<file path="config.mk">
export PLATFORM = sky130hd
export DESIGN_NAME = pkt_rr_arbiter
export DESIGN_NICKNAME = d
export VERILOG_FILES = /design/src/rtl/pkt_link_pkg.sv /design/src/rtl/rr_pick.sv /design/src/rtl/pkt_rr_arbiter.sv
export SDC_FILE = /design/constraint.sdc
export NUM_CORES = 1
export LEC_CHECK = 0
export ABC_AREA = 0
export CELL_PAD_IN_SITES_DETAIL_PLACEMENT = 0
export CELL_PAD_IN_SITES_GLOBAL_PLACEMENT = 1
export CORE_MARGIN = 2
export CORE_UTILIZATION = 30
export DETAILED_ROUTE_END_ITERATION = 10
export PLACE_DENSITY_LB_ADDON = 0.1
export SYNTH_ARGS = -nofsm -noshare
export SYNTH_HDL_FRONTEND = slang
export SYNTH_SLANG_ARGS = --single-unit
</file>
<file path="constraint.sdc">
create_clock -name sys_clk -period 10.8 [get_ports sys_clk]
set_clock_uncertainty 0.15 [all_clocks]
set_input_delay 1.08 -clock sys_clk [delete_from_list [all_inputs] [get_ports sys_clk]]
set_output_delay 1.08 -clock sys_clk [all_outputs]
set_load 0.02 [all_outputs]
</file>
<file path="src/rtl/pkt_link_pkg.sv">
// Shared constants and types for the packet link blocks.
// Beat geometry, arbiter state encoding and sticky error bit positions.
package pkt_link_pkg;

    localparam int unsigned BEAT_W = 64;
    localparam int unsigned BV_W   = 3;

    typedef enum logic [1:0] {
        StIdle  = 2'd0,
        StGrant = 2'd1,
        StGap   = 2'd2
    } arb_state_e;

    localparam int unsigned ERR_WDOG  = 0;
    localparam int unsigned ERR_FRAME = 1;

endpackage

</file>
<file path="src/rtl/rr_pick.sv">
// Combinational round-robin picker: first set request scanning upward from last+1, wrapping.
// Produces both a one-hot grant and the winner index.
module rr_pick #(
    parameter int unsigned N     = 4,
    parameter int unsigned IDX_W = (N > 1) ? $clog2(N) : 1
) (
    input  logic [N-1:0]     req,
    input  logic [IDX_W-1:0] last,
    output logic [N-1:0]     gnt,
    output logic [IDX_W-1:0] idx,
    output logic             valid
);

    logic [31:0] cand;

    always_comb begin
        gnt   = '0;
        idx   = '0;
        valid = 1'b0;
        cand  = '0;
        for (int unsigned k = 1; k <= N; k++) begin
            cand = (32'(last) + k) % N;
            if (!valid && req[cand[IDX_W-1:0]]) begin
                valid                 = 1'b1;
                gnt[cand[IDX_W-1:0]]  = 1'b1;
                idx                   = cand[IDX_W-1:0];
            end
        end
    end

endmodule

</file>
<file path="src/rtl/pkt_rr_arbiter.sv">
// Packet-granular round-robin arbiter sharing one registered tx beat stream between N_SRC sources.
// Grant is held for a whole packet; a watchdog frees it if the owner stops sending.
module pkt_rr_arbiter
    import pkt_link_pkg::*;
#(
    parameter int unsigned N_SRC   = 4,
    parameter int unsigned DATA_W  = BEAT_W,
    parameter int unsigned TMO_W   = 8,
    parameter int unsigned TMO_MAX = 200
) (
    input  logic                    sys_clk,
    input  logic                    sys_rst,
    input  logic                    tx_ready,
    input  logic [N_SRC-1:0]        s_req,
    output logic [N_SRC-1:0]        s_gnt,
    input  logic [N_SRC*DATA_W-1:0] s_data,
    input  logic [N_SRC-1:0]        s_en,
    input  logic [N_SRC-1:0]        s_sop,
    input  logic [N_SRC-1:0]        s_eop,
    input  logic [N_SRC*BV_W-1:0]   s_byte_vaild,
    output logic [DATA_W-1:0]       tx_data,
    output logic                    tx_data_en,
    output logic                    tx_data_sop,
    output logic                    tx_data_eop,
    output logic [BV_W-1:0]         tx_data_byte_vaild,
    output logic [31:0]             pkt_cnt,
    output logic [1:0]              err_sticky
);

    localparam int unsigned IDX_W = (N_SRC > 1) ? $clog2(N_SRC) : 1;

    arb_state_e        state_q, state_d;
    logic [N_SRC-1:0]  gnt_q, gnt_d;
    logic [IDX_W-1:0]  gidx_q, gidx_d;
    logic [IDX_W-1:0]  last_q, last_d;
    logic [TMO_W-1:0]  wdog_q, wdog_d;
    logic              first_q, first_d;
    logic [31:0]       cnt_q, cnt_d;
    logic [1:0]        err_q, err_d;

    logic [DATA_W-1:0] txd_q, txd_d;
    logic              txen_q, txen_d;
    logic              txsop_q, txsop_d;
    logic              txeop_q, txeop_d;
    logic [BV_W-1:0]   txbv_q, txbv_d;

    logic [N_SRC-1:0]  pick_gnt;
    logic [IDX_W-1:0]  pick_idx;
    logic              pick_valid;

    logic [DATA_W-1:0] sel_data;
    logic              sel_en, sel_sop, sel_eop;
    logic [BV_W-1:0]   sel_bv;
    logic              acc;

    rr_pick #(
        .N     (N_SRC),
        .IDX_W (IDX_W)
    ) u_pick (
        .req   (s_req),
        .last  (last_q),
        .gnt   (pick_gnt),
        .idx   (pick_idx),
        .valid (pick_valid)
    );

    // One-hot mux on the registered grant; ungranted sources never reach tx.
    always_comb begin
        sel_data = '0;
        sel_en   = 1'b0;
        sel_sop  = 1'b0;
        sel_eop  = 1'b0;
        sel_bv   = '0;
        for (int unsigned i = 0; i < N_SRC; i++) begin
            if (gnt_q[i]) begin
                sel_data = s_data[i*DATA_W +: DATA_W];
                sel_en   = s_en[i];
                sel_sop  = s_sop[i];
                sel_eop  = s_eop[i];
                sel_bv   = s_byte_vaild[i*BV_W +: BV_W];
            end
        end
    end

    assign acc = (state_q == StGrant) && sel_en && tx_ready;

    always_comb begin
        state_d = state_q;
        gnt_d   = gnt_q;
        gidx_d  = gidx_q;
        last_d  = last_q;
        wdog_d  = wdog_q;
        first_d = first_q;
        cnt_d   = cnt_q;
        err_d   = err_q;

        txd_d   = acc ? sel_data : '0;
        txen_d  = acc;
        txsop_d = acc && sel_sop;
        txeop_d = acc && sel_eop;
        txbv_d  = (acc && sel_eop) ? sel_bv : '0;

        unique case (state_q)
            StIdle: begin
                if (pick_valid) begin
                    state_d = StGrant;
                    gnt_d   = pick_gnt;
                    gidx_d  = pick_idx;
                    wdog_d  = '0;
                    first_d = 1'b1;
                end
            end
            StGrant: begin
                if (acc) begin
                    wdog_d  = '0;
                    first_d = 1'b0;
                    // Framing fault: sop missing on the first beat, or present on a later one.
                    if (first_q != sel_sop) begin
                        err_d[ERR_FRAME] = 1'b1;
                    end
                    if (sel_eop) begin
                        state_d = StGap;
                        gnt_d   = '0;
                        last_d  = gidx_q;
                        cnt_d   = cnt_q + 32'd1;
                    end
                end else if (tx_ready) begin
                    if (wdog_q == TMO_W'(TMO_MAX - 1)) begin
                        state_d         = StGap;
                        gnt_d           = '0;
                        last_d          = gidx_q;
                        wdog_d          = '0;
                        err_d[ERR_WDOG] = 1'b1;
                    end else begin
                        wdog_d = wdog_q + 1'b1;
                    end
                end
            end
            StGap: begin
                state_d = StIdle;
            end
            default: begin
                state_d = StIdle;
                gnt_d   = '0;
            end
        endcase
    end

    always_ff @(posedge sys_clk or posedge sys_rst) begin
        if (sys_rst) begin
            state_q <= StIdle;
            gnt_q   <= '0;
            gidx_q  <= '0;
            last_q  <= IDX_W'(N_SRC - 1);
            wdog_q  <= '0;
            first_q <= 1'b0;
            cnt_q   <= '0;
            err_q   <= '0;
            txd_q   <= '0;
            txen_q  <= 1'b0;
            txsop_q <= 1'b0;
            txeop_q <= 1'b0;
            txbv_q  <= '0;
        end else begin
            state_q <= state_d;
            gnt_q   <= gnt_d;
            gidx_q  <= gidx_d;
            last_q  <= last_d;
            wdog_q  <= wdog_d;
            first_q <= first_d;
            cnt_q   <= cnt_d;
            err_q   <= err_d;
            txd_q   <= txd_d;
            txen_q  <= txen_d;
            txsop_q <= txsop_d;
            txeop_q <= txeop_d;
            txbv_q  <= txbv_d;
        end
    end

    assign s_gnt              = gnt_q;
    assign tx_data            = txd_q;
    assign tx_data_en         = txen_q;
    assign tx_data_sop        = txsop_q;
    assign tx_data_eop        = txeop_q;
    assign tx_data_byte_vaild = txbv_q;
    assign pkt_cnt            = cnt_q;
    assign err_sticky         = err_q;

endmodule

</file>
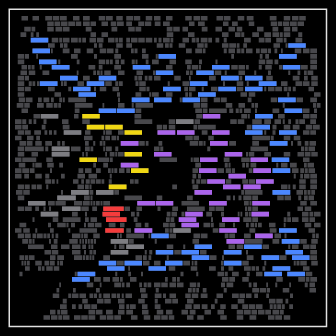
Fig. 1. Register map, names as in the netlist (run 1).
Scale: 2 px per µm.
red -> s_gnt  # flops 4
yellow -> wdog_q  # flops 8
purple -> pkt_cnt  # flops 32
blue -> tx_data  # flops 64, where spread over the die
not coloured = 15

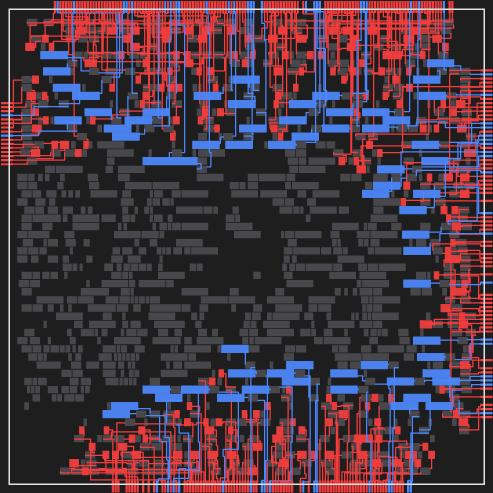
Fig. 2. Wires at chosen ports, followed through buffers (run 1).
Scale: 3 px per µm.
red -> s_data  # bits 256, direction input, edge 112 top, 79 bottom, 51 right, 14 left, end cells 192, buffers 256, wire 5960 µm
blue -> tx_data  # bits 64, direction output, edge 26 top, 19 right, 17 bottom, 2 left, end cells 64, buffers 64, wire 2170 µm

==> impl_metrics.json, run 1 <==
{
  "status": "completed",
  "coreArea_um2": 23300,
  "worstSetupPathType": "flop to flop",
  "cts_tree": "done",
  "hold_path_depth": 1,
  "post_cts_buffers": 0,
  "critPathSlowestCell": "buf_4",
  "largest_reg_flops": 64,
  "cellInternalPower_mw": 1.36,
  "endpoint": "pkt_cnt[13]",
  "met3_length_um": 1560,
  "final-instance-count-excl-fill": 1468,
  "root_buffer": "clkbuf_16",
  "die_height_um": 158,
  "io_buffers": 394,
  "startpoint": "s_gnt[1]",
  "met2_usage_pct": 34.3,
  "final.setup.worst_slack_ps": 7250,
  "cpLargestDelayFamily": "buffers and inverters",
  "combGateArea_um2": 3670,
  "hold_viol_final": 0,
  "cts-resized-gates": 0,
  "synth-edff-count": 0,
  "place_hpwl_um": 19100,
  "layout_top_cells": "clkdlybuf4s50_1 (394), dfrtp_1 (118), nor2_1 (82)",
  "power_frac_comb_pct": 49.3,
  "timing.fmax_ghz": 0.282,
  "mux_share_pct": 1.69,
  "drtAntennaViolNets": 0
}
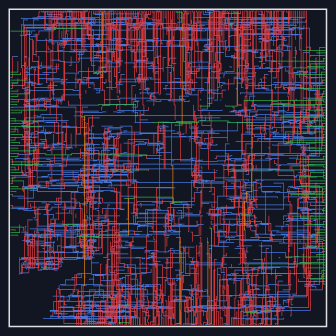
Fig. 3. Wiring by layer (run 1).
Scale: 2 px per µm.
red -> met2  # wire length 13000 µm
green -> met3  # wire length 1560 µm
blue -> met1  # wire length 11000 µm
orange -> met4  # wire length 559 µm

--- run 2 (diff from run 1) ---
--- a/config.mk
+++ b/config.mk
@@ -9,7 +9,7 @@
 export CELL_PAD_IN_SITES_DETAIL_PLACEMENT = 0
 export CELL_PAD_IN_SITES_GLOBAL_PLACEMENT = 1
 export CORE_MARGIN = 2
-export CORE_UTILIZATION = 30
+export CORE_UTILIZATION = 28
 export DETAILED_ROUTE_END_ITERATION = 10
 export PLACE_DENSITY_LB_ADDON = 0.1
 export SYNTH_ARGS = -nofsm -noshare
==> constraint.sdc (replaced) <==
create_clock -name sys_clk -period 3.5 [get_ports sys_clk]
set_clock_uncertainty 0.15 [all_clocks]
set_input_delay 0.35 -clock sys_clk [delete_from_list [all_inputs] [get_ports sys_clk]]
set_output_delay 0.35 -clock sys_clk [all_outputs]
set_load 0.02 [all_outputs]
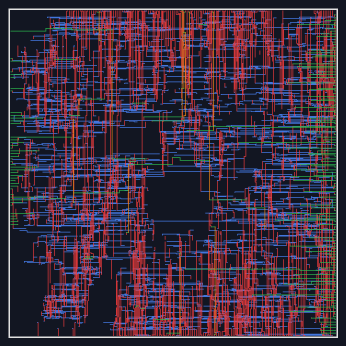
Fig. 4. Wiring by layer (run 2).
Scale: 2 px per µm.
red -> met2  # wire length 14700 µm
green -> met3  # wire length 1840 µm
orange -> met4  # wire length 536 µm
blue -> met1  # wire length 12500 µm

==> impl_metrics.json, run 2 <==
{
  "status": "completed",
  "largest_reg_flops": 64,
  "startpoint": "s_gnt[1]",
  "combGateArea_um2": 3670,
  "layout_top_cells": "clkdlybuf4s50_1 (394), dfrtp_1 (118), nor2_1 (82)",
  "root_buffer": "clkbuf_16",
  "met3_length_um": 1840,
  "synth-edff-count": 0,
  "mux_share_pct": 1.69,
  "hold_viol_final": 0,
  "worstSetupPathType": "flop to primary output",
  "final.setup.worst_slack_ps": 615,
  "die_height_um": 163,
  "critPathSlowestCell": "clkdlybuf4s50_1",
  "met2_usage_pct": 36.9,
  "cts_tree": "done",
  "endpoint": "s_gnt[1]",
  "power_frac_comb_pct": 50.4,
  "cpLargestDelayFamily": "buffers and inverters",
  "timing.fmax_ghz": 0.347
}
--- run 3 (diff from run 2) ---
--- a/config.mk
+++ b/config.mk
@@ -9,7 +9,7 @@
 export CELL_PAD_IN_SITES_DETAIL_PLACEMENT = 0
 export CELL_PAD_IN_SITES_GLOBAL_PLACEMENT = 1
 export CORE_MARGIN = 2
-export CORE_UTILIZATION = 28
+export CORE_UTILIZATION = 25
 export DETAILED_ROUTE_END_ITERATION = 10
 export PLACE_DENSITY_LB_ADDON = 0.1
 export SYNTH_ARGS = -nofsm -noshare
==> constraint.sdc (replaced) <==
create_clock -name sys_clk -period 2.6 [get_ports sys_clk]
set_clock_uncertainty 0.15 [all_clocks]
set_input_delay 0.26 -clock sys_clk [delete_from_list [all_inputs] [get_ports sys_clk]]
set_output_delay 0.26 -clock sys_clk [all_outputs]
set_load 0.02 [all_outputs]
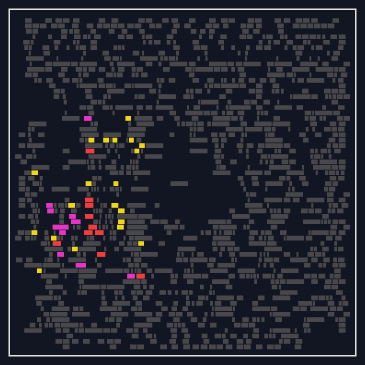
Fig. 5. Gate families picked out (run 3).
Scale: 2 px per µm.
yellow -> AND-OR and OR-AND gates  # cells 20
red -> adder and majority cells  # cells 10
magenta -> multiplexers  # cells 10

==> impl_metrics.json, run 3 <==
{
  "combGateArea_um2": 3680,
  "die_height_um": 173,
  "cts_max_path_buffers": 2,
  "clk_share_pct": 4.71,
  "timing.fmax_ghz": 0.416,
  "tool_warnings": 35,
  "multi_input_comb_cells": 581,
  "syn_area_per_cell_um2": 9.01,
  "gp_congestion": 0.839,
  "critPathSlowestCell": "clkdlybuf4s50_1",
  "dominant_cells": "buffers",
  "lay_top_count": "clkdlybuf4s50_1",
  "layout_top_cells": "clkdlybuf4s50_1 (394), dfrtp_1 (118), nor2_1 (82)",
  "endpoint": "s_gnt[3]",
  "cts_sinks": 123,
  "largest_reg_flops": 64,
  "worstSetupPathType": "flop to primary output",
  "synth-edff-count": 0,
  "firstDrtPassIters": 4,
  "status": "completed",
  "powerDensity_nw_per_um2": 838,
  "yosysWarningCount": 0,
  "post_cts_buffers": 0,
  "root_buffer": "clkbuf_16",
  "grt_antenna_before_repair": 2,
  "cts-resized-gates": 0,
  "nNonClkInverters": 14,
  "hold_viol_final": 0,
  "cts_tree": "done",
  "startpoint": "s_gnt[3]",
  "worstPathRequired_ps": 2190
}

## Gallery

Clock routing.
Plate I
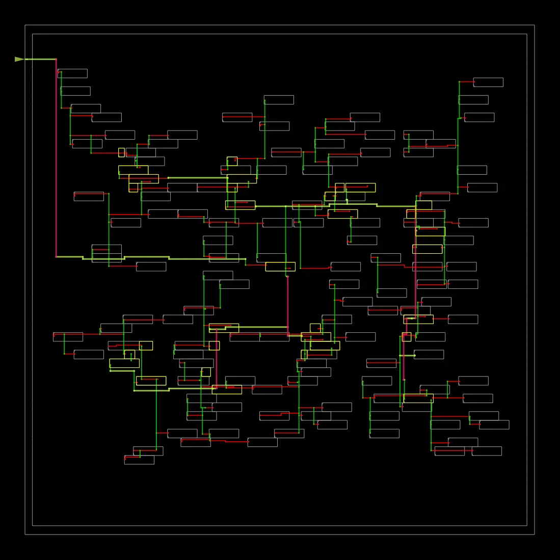
Plate II
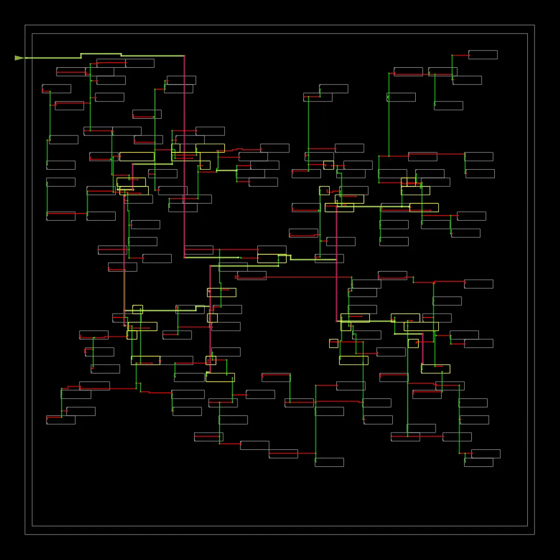
Plate III
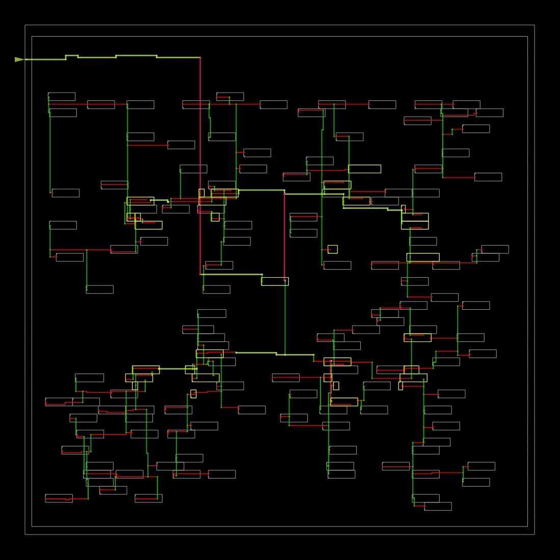
Run 1 is Plate I.
Run 2 is Plate II.
Run 3 is Plate III.

